[src/rtl/instr_fetch_if.sv]
// Fetch-unit bus: memory address/data, decoder valid/ready handshake, jump request and status.
// The fetch unit is the master side; the memory/decoder environment is the slave side.
interface instr_fetch_if #(
    parameter int PC_W   = 3,
    parameter int IC_W   = 3,
    parameter int DATA_W = 8
);
    logic                 en;
    logic [PC_W+IC_W-1:0] addr;
    logic [DATA_W-1:0]    mem_data;
    logic [DATA_W-1:0]    data;
    logic [DATA_W-1:0]    opcode;
    logic                 valid;
    logic                 ready;
    logic                 jump;
    logic [PC_W-1:0]      jump_pc;
    logic [PC_W-1:0]      pc;
    logic                 halted;

    modport master (
        input  en, mem_data, ready, jump, jump_pc,
        output addr, data, opcode, valid, pc, halted
    );
    modport slave (
        output en, mem_data, ready, jump, jump_pc,
        input  addr, data, opcode, valid, pc, halted
    );
endinterface

[src/rtl/instr_fetch.sv]
// Two-byte instruction fetch sequencer: data byte at even address, opcode at odd, held for decode.
// Optional INSTR_FETCH_JUMP_EN adds a jump-to-page on the decode handshake.
module instr_fetch #(
    parameter int                PC_W        = 3,
    parameter int                IC_W        = 3,
    parameter int                DATA_W      = 8,
    parameter logic [DATA_W-1:0] HALT_OPCODE = 8'hC0
) (
    input  logic           instr_fetch_clk,
    input  logic           instr_fetch_rst,
    instr_fetch_if.master  bus
);
    typedef enum logic [2:0] {
        IDLE, FETCH_DATA, FETCH_OP, HOLD, HALT
    } state_t;

    state_t            state_q, state_d;
    logic [PC_W-1:0]   pc_q, pc_d;
    logic [IC_W-1:0]   ic_q, ic_d;
    logic [DATA_W-1:0] data_q, data_d;
    logic [DATA_W-1:0] opcode_q, opcode_d;
    logic              valid_q, valid_d;
    logic              halted_q, halted_d;
    logic              handshake;

    assign handshake = valid_q & bus.ready;

`ifndef INSTR_FETCH_JUMP_EN
    logic unused_jump;
    assign unused_jump = ^{bus.jump, bus.jump_pc};
`endif

    always_comb begin
        state_d  = state_q;
        pc_d     = pc_q;
        ic_d     = ic_q;
        data_d   = data_q;
        opcode_d = opcode_q;
        valid_d  = valid_q;
        halted_d = halted_q;
        case (state_q)
            IDLE: begin
                if (bus.en) state_d = FETCH_DATA;
            end
            FETCH_DATA: begin
                data_d  = bus.mem_data;
                ic_d    = ic_q + IC_W'(1);
                state_d = FETCH_OP;
            end
            FETCH_OP: begin
                opcode_d = bus.mem_data;
                ic_d     = ic_q + IC_W'(1);
                // leaving the last slot of a page steps to the next page
                if (ic_q == '1) pc_d = pc_q + PC_W'(1);
                valid_d  = 1'b1;
                state_d  = HOLD;
            end
            HOLD: begin
                if (handshake) begin
                    valid_d = 1'b0;
                    if (opcode_q == HALT_OPCODE) begin
                        halted_d = 1'b1;
                        state_d  = HALT;
                    end else begin
`ifdef INSTR_FETCH_JUMP_EN
                        if (bus.jump) begin
                            pc_d = bus.jump_pc;
                            ic_d = '0;
                        end
`endif
                        state_d = bus.en ? FETCH_DATA : IDLE;
                    end
                end
            end
            HALT:    state_d = HALT;
            default: state_d = IDLE;
        endcase
    end

    always_ff @(posedge instr_fetch_clk) begin
        if (instr_fetch_rst) begin
            state_q  <= IDLE;
            pc_q     <= '0;
            ic_q     <= '0;
            data_q   <= '0;
            opcode_q <= '0;
            valid_q  <= 1'b0;
            halted_q <= 1'b0;
        end else begin
            state_q  <= state_d;
            pc_q     <= pc_d;
            ic_q     <= ic_d;
            data_q   <= data_d;
            opcode_q <= opcode_d;
            valid_q  <= valid_d;
            halted_q <= halted_d;
        end
    end

    assign bus.addr   = {pc_q, ic_q};
    assign bus.data   = data_q;
    assign bus.opcode = opcode_q;
    assign bus.valid  = valid_q;
    assign bus.pc     = pc_q;
    assign bus.halted = halted_q;
endmodule
[src/flat_wrapper.sv]
// flat-port wrapper written by rule: the top's interface ports become plain ports
module instr_fetch_flat 
#(
    parameter int                PC_W        = 3,
    parameter int                IC_W        = 3,
    parameter int                DATA_W      = 8,
    parameter logic [DATA_W-1:0] HALT_OPCODE = 8'hC0
)
  (instr_fetch_clk, instr_fetch_rst, bus_en, bus_mem_data, bus_ready, bus_jump, bus_jump_pc, bus_addr, bus_data, bus_opcode, bus_valid, bus_pc, bus_halted);
  instr_fetch_if #(.PC_W(PC_W), .IC_W(IC_W), .DATA_W(DATA_W)) bus_i ();
  input  logic instr_fetch_clk;
  input  logic instr_fetch_rst;
  input wire logic [$bits(bus_i.en)-1:0] bus_en;
  input wire logic [$bits(bus_i.mem_data)-1:0] bus_mem_data;
  input wire logic [$bits(bus_i.ready)-1:0] bus_ready;
  input wire logic [$bits(bus_i.jump)-1:0] bus_jump;
  input wire logic [$bits(bus_i.jump_pc)-1:0] bus_jump_pc;
  output wire logic [$bits(bus_i.addr)-1:0] bus_addr;
  output wire logic [$bits(bus_i.data)-1:0] bus_data;
  output wire logic [$bits(bus_i.opcode)-1:0] bus_opcode;
  output wire logic [$bits(bus_i.valid)-1:0] bus_valid;
  output wire logic [$bits(bus_i.pc)-1:0] bus_pc;
  output wire logic [$bits(bus_i.halted)-1:0] bus_halted;
  assign bus_i.en = bus_en;
  assign bus_i.mem_data = bus_mem_data;
  assign bus_i.ready = bus_ready;
  assign bus_i.jump = bus_jump;
  assign bus_i.jump_pc = bus_jump_pc;
  assign bus_addr = bus_i.addr;
  assign bus_data = bus_i.data;
  assign bus_opcode = bus_i.opcode;
  assign bus_valid = bus_i.valid;
  assign bus_pc = bus_i.pc;
  assign bus_halted = bus_i.halted;
  instr_fetch #(.PC_W(PC_W), .IC_W(IC_W), .DATA_W(DATA_W), .HALT_OPCODE(HALT_OPCODE)) u_core (.instr_fetch_clk(instr_fetch_clk), .instr_fetch_rst(instr_fetch_rst), .bus(bus_i));
endmodule
[config.mk]
export PLATFORM = sky130hd
export DESIGN_NAME = instr_fetch_flat
export DESIGN_NICKNAME = d
export VERILOG_FILES = /design/src/rtl/instr_fetch_if.sv /design/src/rtl/instr_fetch.sv /design/src/flat_wrapper.sv
export SDC_FILE = /design/constraint.sdc
export NUM_CORES = 1
export LEC_CHECK = 0
export CAP_MARGIN = 20
export CORE_MARGIN = 2
export CORE_UTILIZATION = 39
export CTS_CLUSTER_SIZE = 28
export DETAILED_ROUTE_END_ITERATION = 10
export HOLD_SLACK_MARGIN = 0.03
export PLACE_DENSITY = 0.74
export SETUP_SLACK_MARGIN = 0.5
export SLEW_MARGIN = 15
export SYNTH_ARGS = -nofsm -noshare
export SYNTH_HDL_FRONTEND = slang
export SYNTH_SLANG_ARGS = --single-unit
[constraint.sdc]
create_clock -name instr_fetch_clk -period 1.1 [get_ports instr_fetch_clk]
set_input_delay 0.22 -clock instr_fetch_clk [delete_from_list [all_inputs] [get_ports instr_fetch_clk]]
set_output_delay 0.22 -clock instr_fetch_clk [all_outputs]
set_load 0.02 [all_outputs]
==> out/results.ini, run 1 <==
[global_routing]
antenna_found_initial = 0
overflow = 0
grt_use_total_pct = 17.3
grt_pass1_wl_um = 4660
grt_max_degree = 15
grtUsageMet3_pct = 4.37
grt_pass1_vias = 1057
use_met1_pct = 21.6
grt-busiest-layer = met2

[critical_path]
crit_chain = ha_4 -> ha_4 -> and4bb_4 -> mux2i_1 -> nor2_1
critPathTopFamily = flip-flops
critPathRequiredTime_ns = 1.34
path_class = register to register
critPathMaxFanout = 4
worstSetupStartpointType = register
critPathSlowestCell = dfxtp_4
critPathBufInv = 0
crit_arrival_ns = 1.49
path_common_cell = ha_4
cpPeakStageDelay_ns = 0.38
endpoint_kind = register

[yosys]
synth.most_common_cell = dfxtp_1
logic_family = simple AND/OR/NAND/NOR gates
yosysTopAreaCellShare_pct = 45.4
postSynthSeqShare_pct = 45.4
edf_count = 0
yosys_area_um2 = 1190
yosys.area_share.xor_xnor_pct = 1.47
synth_top_cell_by_area = dfxtp_1
ys_types = 28
flop_cell = dfxtp_1
synthCells = 114
ys_sh_mux_pct = 16.9
synth.cellmix.simpleShare_pct = 21.2
syn_area_per_cell_um2 = 10.4
ys_cells = 114
synthAdderAreaFrac_pct = 3.15
synth_area_um2 = 1190
yosys_warnings = 0
aoi_share_pct = 5.46
top_cells_by_count = 27 x dfxtp_1, 23 x nor2_1, 19 x mux2i_1
area_leaders = dfxtp_1 45%, mux2i_1 16%, nor2_1 7.2%
async_reset_ff_share_pct = 0
floorplan.nets = 133
ys.flops = 27

[route]
drc = 0
drt_iter0_markers = 13
antenna_left = 0
routed-wl-met2_um = 1440
top_layer_used = met4
wl_met1_um = 1160
viasPerCell = 4.97
dr_wl_met3_um = 175
first_pass_iters = 4

[timing]
whs_ns = 0.391
fin_crit_sh_pct = 113
fin_setup_tns_ns = -1.43
fin_crit_ns = 1.25
worstMarginPinSlew_ns = 0.280
max_slew_margin_pct = 81.3
slew_viol_final = 0
setup_viol = 27
fmax_mhz = 801
hold_violations = 0
skew_ns = 0.00242
finalWorstSetupSlack_ns = -0.148
rsz0062_at_grt = true

[layout]
n_all_buffers = 64
seq_share_pct = 30.1
num_antenna_cells = 0
fillers = 232
inv_count = 1
logic_area_um2 = 691
num-nets-final = 192
buf_share_pct = 32.5
final_cell_mix = 37 x buf_6, 21 x nor2_1, 18 x mux2i_1, 16 x dfxtp_4, 15 x buf_4
areaGrowthSynthToFinish_pct = 71.1
clock_buffers = 4
final-seq-area_um2 = 614
clk_share_pct = 1.29
drive_above_1_share_pct = 59.9
logic_gates = 76
final_core_util_pct = 68.4
dominant_cells = combinational gates
design_area_um2 = 2040
ff_count = 27

[placed_design]
pre_cts_ws_ns = -0.338
gp_congestion = 0.797
io_buffers = 38
hpwl_um = 1950
place_area_um2 = 1740

[flow_run]
drv_cap = 0
tool_warnings = 33

[floorplanning]
die_area_um2 = 3510
die_h_um = 59.3
tap_cells = 33
rows = 20
io_pins = 43
die_x_um = 59.3

[power_and_ir_drop]
clkPwrFrac_pct = 18.7
sequentialPower_uw = 1130
p_leak_uw = 0.000854
p_per_area_nw_per_um2 = 1160
peakVddDrop_v = 0.000764
pwr-share-seq_pct = 48.1
net-switching-power_uw = 704
top_power_group = sequential cells
p_sw_share_pct = 29.9
powerComb_uw = 781
p_int_uw = 1650
p_clk_uw = 441
power_frac_comb_pct = 33.1

[clock_tree]
cts_tree = done
postCtsHoldBufs = 0
post_cts_resized = 187
cts_root_buf = clkbuf_4
post_cts_buffers = 7
path_clk_slew_ns = 0.14
cts_inserted_buffers = 3
cts_sinks = 27
htree_levels = 1
clockBufferDepth = 2
clk_latency_ns = 0.33

[run_status]
violations = negative setup slack
status = finished, violations left

[worst_hold_path]
worstHoldPathType = input pin to register

run 1: stage by stage:
| step | instances | total power (uW) |
|---|---|---|
| finish | 205 | 2360 |
| global route | 205 | 2470 |
| CTS | 201 | 2310 |
| detailed placement | 189 | 1750 |
| global placement | 189 | 1730 |
| floorplan | 114 | 1500 |
run 1: final timing paths:
kind	slack [ns]	start	end	cells past startpoint
worst max-delay path	-0.15	u_core.ic_q[0]$_SDFFE_PP0P_	u_core.bus.pc[1]$_SDFFE_PP0P_	5
worst min-delay path	0.39	instr_fetch_rst	u_core.ic_q[0]$_SDFFE_PP0P_	3
worst max register to register	-0.15	u_core.ic_q[0]$_SDFFE_PP0P_	u_core.bus.pc[1]$_SDFFE_PP0P_	5
worst min register to register	0.49	u_core.bus.halted$_SDFFE_PP0P_	u_core.bus.halted$_SDFFE_PP0P_	2
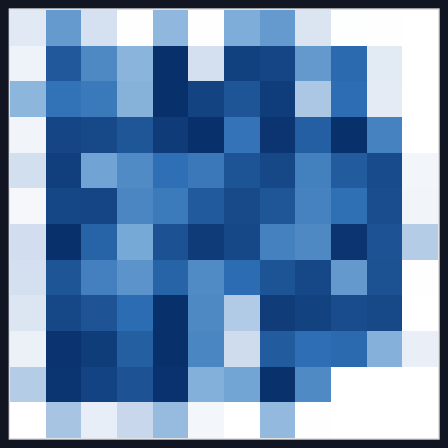
Figure 1: run 1, cell area per tile.
The die is cut into 12 by 12 equal tiles; white is low, dark blue is high, 0 to 100% covered.
nearly empty tiles: 13%
mean over tiles: 57%
densest ninth of the die: middle
tiles over 75% full: 43%
Core Box Area: 2980 um2
Initial Util: 40.0%

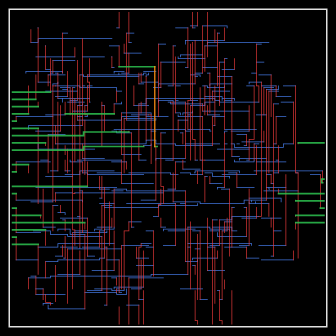
Figure 2: run 1, signal wires by layer.
| layer | colour | wire length |
|---|---|---|
| M1 | blue | 1160 um |
| M2 | red | 1440 um |
| M3 | green | 176 um |
| M4 | orange | 15.0 um |
WL per Instance: 13.6 um
via count: 1018

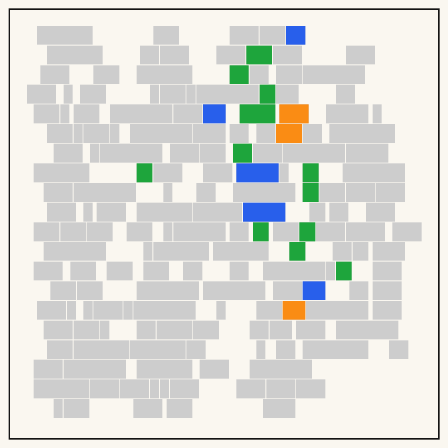
Figure 3: run 1, gate-type map.
| family | colour | cells |
|---|---|---|
| aoi and oai cells | blue | 5 |
| non-inverting ao/oa cells | orange | 3 |
| nand cells | green | 12 |
Comb/total area: 33.9%
Commonest Layout Cell: buf_6
non-filler cells, final: 205

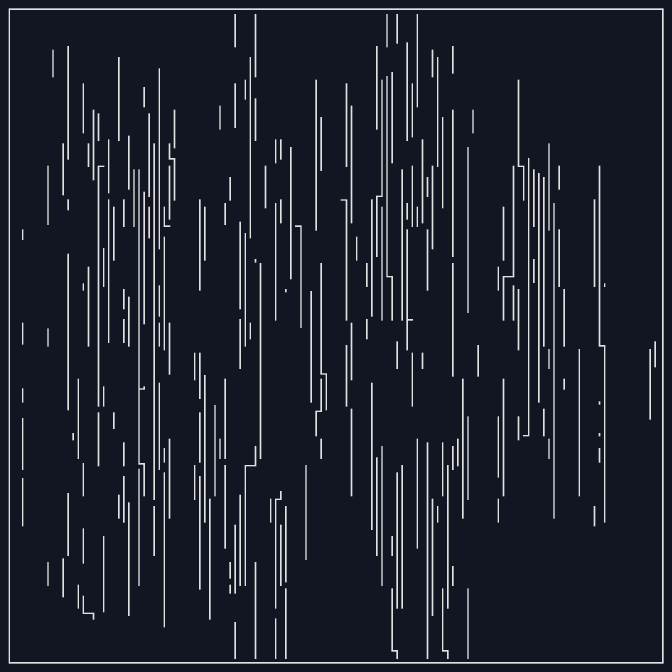
Figure 4: run 1, metal 2.
wire length on this layer: 1440 um
nets with wire on the layer: 174
Total Routed Length: 2790 um
met2 usage: 30.5%

--- run 2 (diff from run 1) ---
Settings changed: SKIP_CTS_REPAIR_TIMING from default to 1.
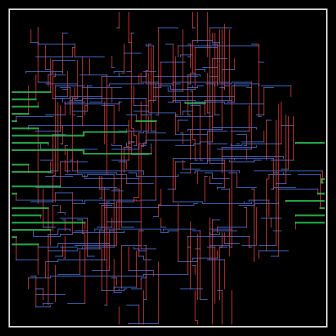
Figure 5: run 2, signal wires by layer.
| layer | colour | wire length |
|---|---|---|
| M1 | blue | 1150 um |
| M2 | red | 1430 um |
| M3 | green | 172 um |
Total Routing Usage GR: 15.8%
WL per Instance: 13.9 um

==> out/results.ini, run 2 <==
[run_status]
status = finished, violations left  ; unchanged
violations = negative setup slack  ; unchanged

[placed_design]
gp_congestion = 0.797  ; unchanged
io_buffers = 38  ; unchanged
hpwl_um = 1950  ; unchanged
place_inst = 189  ; unchanged
place_area_um2 = 1740  ; unchanged

[power_and_ir_drop]
pwr-share-seq_pct = 50.8  ; was 48.1%
peakVddDrop_v = 0.000805  ; was 0.000764 V
top_power_group = sequential cells  ; unchanged
net-switching-power_uw = 666  ; was 704 uW
p_sw_share_pct = 29.6  ; was 29.9%
powerComb_uw = 680  ; was 781 uW
clkPwrFrac_pct = 18.9  ; was 18.7%

[route]
first_pass_iters = 4  ; unchanged
via_count = 993  ; was 1018
drt_iter0_markers = 18  ; was 13
antenna_left = 0  ; unchanged
viasPerCell = 5.02  ; was 4.97
drc = 0  ; unchanged

[global_routing]
grt_max_degree = 15  ; unchanged
grt_pass1_vias = 1014  ; was 1057
antenna_found_initial = 0  ; unchanged

[worst_hold_path]
hold_end = u_core.bus.halted$_SDFFE_PP0P_  ; was u_core.ic_q[0]$_SDFFE_PP0P_
hold_start = u_core.bus.halted$_SDFFE_PP0P_  ; was instr_fetch_rst
worstHoldPathType = register to register  ; was input pin to register

[layout]
seq_share_pct = 31.7  ; was 30.1%
logic_area_um2 = 667  ; was 691 um2
layout_top_cell = buf_6  ; unchanged
clock_buffers = 4  ; unchanged
drive_above_1_share_pct = 55.2  ; was 59.9%
num-nets-final = 185  ; was 192
clk_share_pct = 1.36  ; was 1.29%
inv_count = 1  ; unchanged
comb_share_pct = 34.4  ; was 33.9%
ff_count = 27  ; unchanged
dominant_cells = combinational gates  ; unchanged
fillers = 241  ; was 232
n_all_buffers = 57  ; was 64
final-seq-area_um2 = 614  ; unchanged

[floorplanning]
die_x_um = 59.3  ; unchanged
rows = 20  ; unchanged
die_area_um2 = 3510  ; unchanged
io_pins = 43  ; unchanged
tap_cells = 33  ; unchanged
core-area_um2 = 2980  ; unchanged

[critical_path]
path_class = register to register  ; unchanged
cp-startpoint = u_core.ic_q[1]$_SDFFE_PP0P_  ; was u_core.ic_q[0]$_SDFFE_PP0P_
rrSetupSlack_ns = -0.16  ; was -0.15 ns
crit_arrival_ns = 1.48  ; was 1.49 ns
cpPeakStageDelay_ns = 0.39  ; was 0.38 ns
crit_chain = ha_4 -> ha_4 -> and4bb_4 -> mux2i_1 -> nor2_1  ; unchanged
rr_endpoint = u_core.bus.pc[1]$_SDFFE_PP0P_  ; unchanged
critPathSlowestCell = dfxtp_4  ; unchanged
critPathBufInv = 0  ; unchanged
worst-r2r-cell-count = 5  ; unchanged
endpoint_kind = register  ; unchanged

[timing]
max_slew_margin_pct = 79.2  ; was 81.3%
fin_crit_ns = 1.26  ; was 1.25 ns
rsz0062_at_grt = true  ; unchanged
finalWorstSetupSlack_ns = -0.158  ; was -0.148 ns
worstMarginPinSlew_ns = 0.311  ; was 0.280 ns
slew_viol_final = 0  ; unchanged
fin_crit_sh_pct = 114  ; was 113%
setup_viol = 24  ; was 27
fmax_mhz = 795  ; was 801 MHz

[clock_tree]
cts_sinks = 27  ; unchanged
cts_root_buf = clkbuf_4  ; unchanged
htree_levels = 1  ; unchanged

[yosys]
synth.cellmix.simpleShare_pct = 21.2  ; unchanged
floorplan.nets = 133  ; unchanged
ys_types = 28  ; unchanged
syn_area_per_cell_um2 = 10.4  ; unchanged
async_reset_ff_share_pct = 0  ; unchanged
area_leaders = dfxtp_1 45%, mux2i_1 16%, nor2_1 7.2%  ; unchanged
yosys_warnings = 0  ; unchanged
flop_cell = dfxtp_1  ; unchanged
yosys_area_um2 = 1190  ; unchanged
yosysTopAreaCellShare_pct = 45.4  ; unchanged
synth_area_um2 = 1190  ; unchanged
top_cells_by_count = 27 x dfxtp_1, 23 x nor2_1, 19 x mux2i_1  ; unchanged
ys.flops = 27  ; unchanged
postSynthSeqShare_pct = 45.4  ; unchanged

[run 2: worst max path at each step]
stage                                          end  slack [ns]
floorplan            u_core.bus.pc[2]$_SDFFE_PP0P_       -0.12
global placement    u_core.state_q[2]$_SDFFE_PP0P_       -0.26
detailed placement  u_core.bus.halted$_SDFFE_PP0P_       -0.34
CTS                                  bus_opcode[3]       -0.46
global route         u_core.bus.pc[1]$_SDFFE_PP0P_       -0.21
finish               u_core.bus.pc[1]$_SDFFE_PP0P_       -0.16
[run 2: routing by layer]
metal | global-route usage, % | part of all wire (%) | wire length [um]
met3 | 3.71 | 6.2 | 171
met2 | 28.1 | 52 | 1420
met4 | 1.95 | 0 | 0
met1 | 19.8 | 42 | 1150
met5 | 0 | 0 | 0
Figure 6. Gate-type map (run 2).
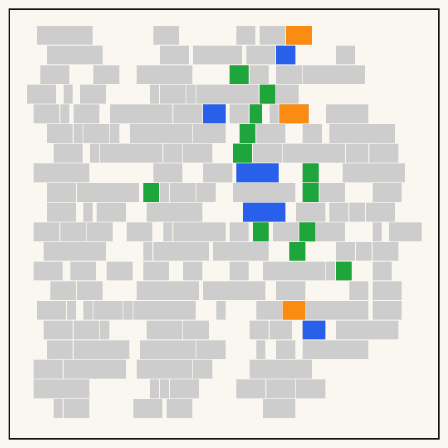

--- run 3 (diff from run 2) ---
Settings changed: CORE_UTILIZATION 39 to 30, PLACE_DENSITY 0.74 to default.
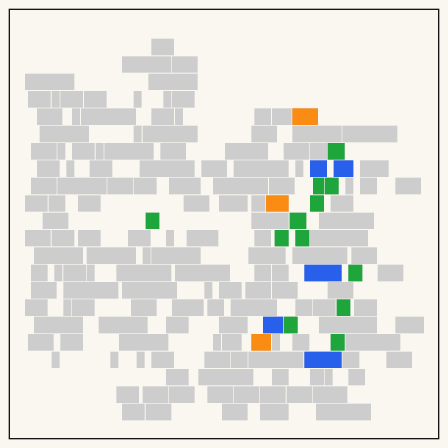
Figure 7: run 3, gate-type map.
| family | colour | cells |
|---|---|---|
| non-inverting ao/oa cells | orange | 3 |
| aoi and oai cells | blue | 5 |
| nand cells | green | 12 |
Comb/total area: 33.9%
non-filler cells, final: 214

==> out/results.ini, run 3 <==
[critical_path]
path_common_cell = ha_4  ; unchanged
path_class = register to register  ; unchanged
critPathMaxFanout = 4  ; unchanged
critPathTopFamily = flip-flops  ; unchanged
crit_arrival_ns = 1.39  ; was 1.48 ns
worstSetupStartpointType = register  ; unchanged
endpoint_kind = register  ; unchanged
critPathBufInv = 0  ; unchanged
cpPeakStageDelay_ns = 0.37  ; was 0.39 ns
critPathRequiredTime_ns = 1.27  ; was 1.33 ns
crit_chain = ha_4 -> ha_4 -> and4bb_4 -> mux2i_1 -> nor2_1  ; unchanged
critPathSlowestCell = dfxtp_4  ; unchanged

[layout]
clock_buffers = 4  ; unchanged
clk_share_pct = 2.26  ; was 1.36%
dominant_cells = combinational gates  ; unchanged
final_cell_mix = 30 x buf_6, 21 x nor2_1, 19 x mux2i_1, 15 x buf_4, 14 x dfxtp_4  ; was 30 x buf_6, 21 x nor2_1, 18 x mux2i_1, 16 x dfxtp_4, 14 x buf_4
areaGrowthSynthToFinish_pct = 67.1  ; was 62.7%
design_area_um2 = 1990  ; was 1940 um2
ff_count = 27  ; unchanged
drive_above_1_share_pct = 56.0  ; was 55.2%
n_all_buffers = 58  ; was 57
fillers = 347  ; was 241
layout_top_cell = buf_6  ; unchanged
seq_share_pct = 30.6  ; was 31.7%
num_antenna_cells = 0  ; unchanged
buf_share_pct = 30.0  ; was 30.2%
final_core_util_pct = 53.2  ; was 65.1%
inv_count = 1  ; unchanged
num-nets-final = 186  ; was 185
final-seq-area_um2 = 609  ; was 614 um2
logic_area_um2 = 674  ; was 667 um2
logic_gates = 76  ; unchanged

[yosys]
area_leaders = dfxtp_1 45%, mux2i_1 16%, nor2_1 7.2%  ; unchanged
synth_area_um2 = 1190  ; unchanged
synth.most_common_cell = dfxtp_1  ; unchanged
flop_cell = dfxtp_1  ; unchanged
yosysTopAreaCellShare_pct = 45.4  ; unchanged
top_cells_by_count = 27 x dfxtp_1, 23 x nor2_1, 19 x mux2i_1  ; unchanged
aoi_share_pct = 5.46  ; unchanged
synth_top_cell_by_area = dfxtp_1  ; unchanged
async_reset_ff_share_pct = 0  ; unchanged
ys_sh_mux_pct = 16.9  ; unchanged
logic_family = simple AND/OR/NAND/NOR gates  ; unchanged
edf_count = 0  ; unchanged
synthCells = 114  ; unchanged
synthAdderAreaFrac_pct = 3.15  ; unchanged
yosys_warnings = 0  ; unchanged
synth.cellmix.simpleShare_pct = 21.2  ; unchanged
ys.flops = 27  ; unchanged
ys_types = 28  ; unchanged
ys_cells = 114  ; unchanged
yosys_area_um2 = 1190  ; unchanged
floorplan.nets = 133  ; unchanged
yosys.area_share.xor_xnor_pct = 1.47  ; unchanged
postSynthSeqShare_pct = 45.4  ; unchanged
syn_area_per_cell_um2 = 10.4  ; unchanged

[placed_design]
hpwl_um = 1980  ; was 1950 um
pre_cts_ws_ns = -0.386  ; was -0.338 ns
gp_congestion = 0.873  ; was 0.797
io_buffers = 38  ; unchanged
place_inst = 207  ; was 189
place_area_um2 = 1780  ; was 1740 um2

[timing]
max_slew_margin_pct = 81.0  ; was 79.2%
slew_viol_final = 0  ; unchanged
whs_ns = 0.372  ; was 0.493 ns
fin_crit_sh_pct = 111  ; was 114%
skew_ns = 0.00300  ; was 0.00356 ns
fin_crit_ns = 1.22  ; was 1.26 ns
fmax_mhz = 821  ; was 795 MHz
hold_violations = 0  ; unchanged
worstMarginPinSlew_ns = 0.282  ; was 0.311 ns
rsz0062_at_grt = true  ; unchanged
finalWorstSetupSlack_ns = -0.118  ; was -0.158 ns
fin_setup_tns_ns = -1.21  ; was -1.33 ns
setup_viol = 25  ; was 24

[route]
top_layer_used = met4  ; was met3
antenna_left = 0  ; unchanged
drt-wirelength-per-cell_um = 12.8  ; was 13.9 um
drt_iter0_markers = 27  ; was 18
dr_wl_met3_um = 189  ; was 171 um
via_count = 974  ; was 993
first_pass_iters = 4  ; unchanged
routed_wl_um = 2730  ; was 2750 um
routed-wl-met2_um = 1380  ; was 1420 um
viasPerCell = 4.55  ; was 5.02
wl_met1_um = 1140  ; was 1150 um
drc = 0  ; unchanged

[clock_tree]
path_clk_slew_ns = 0.09  ; was 0.14 ns
cts_inserted_buffers = 3  ; unchanged
clk_latency_ns = 0.27  ; was 0.32 ns
htree_levels = 1  ; unchanged
cts_sinks = 27  ; unchanged
cts_tree = done  ; unchanged
clockBufferDepth = 2  ; unchanged
cts_root_buf = clkbuf_8  ; was clkbuf_4

[flow_run]
tool_warnings = 32  ; unchanged
drv_cap = 0  ; unchanged

[floorplanning]
rows = 22  ; was 20
core-area_um2 = 3740  ; was 2980 um2
die_area_um2 = 4490  ; was 3510 um2
die_h_um = 67.0  ; was 59.3 um
io_pins = 43  ; unchanged
fp_util_pct = 31.8  ; was 40.0%
tap_cells = 48  ; was 33
die_x_um = 67.0  ; was 59.3 um

[run_status]
status = finished, violations left  ; unchanged
violations = negative setup slack  ; unchanged

[power_and_ir_drop]
p_per_area_nw_per_um2 = 1210  ; was 1160 nW/um2
power_uw = 2400  ; was 2240 uW
p_leak_uw = 0.000846  ; was 0.000808 uW
peakVddDrop_v = 0.000690  ; was 0.000805 V

[global_routing]
grt_pass1_wl_um = 4360  ; was 4330 um
antenna_found_initial = 0  ; unchanged
use_met1_pct = 16.4  ; was 19.8%
grt_use_total_pct = 12.6  ; was 15.8%
grt-busiest-layer = met2  ; unchanged
use_met2_pct = 19.4  ; was 28.1%
overflow = 0  ; unchanged
grt_pass1_vias = 990  ; was 1014
grtUsageMet3_pct = 4.22  ; was 3.71%
grt_max_degree = 19  ; was 15

[worst_hold_path]
worstHoldPathType = input pin to register  ; was register to register

-- run 3: power by group --
group	leakage, uW	internal [uW]	switching (uW)	total (uW)
clock	0.0000228	259	298	557
combinational	0.000587	413	295	709
sequential	0.000236	1050	84.3	1140
total	0.000846	1730	678	2400
-- run 3: worst paths after layout --
path	start	endpoint	slack [ns]	depth (start not counted)
min	bus_ready	u_core.state_q[2]$_SDFFE_PP0P_	0.37	3
max	u_core.ic_q[0]$_SDFFE_PP0P_	u_core.bus.pc[1]$_SDFFE_PP0P_	-0.12	5
min reg2reg	u_core.bus.data[7]$_SDFFE_PP0P_	u_core.bus.data[7]$_SDFFE_PP0P_	0.50	2
max reg2reg	u_core.ic_q[0]$_SDFFE_PP0P_	u_core.bus.pc[1]$_SDFFE_PP0P_	-0.12	5
Power is estimated from default activity; no workload was simulated.
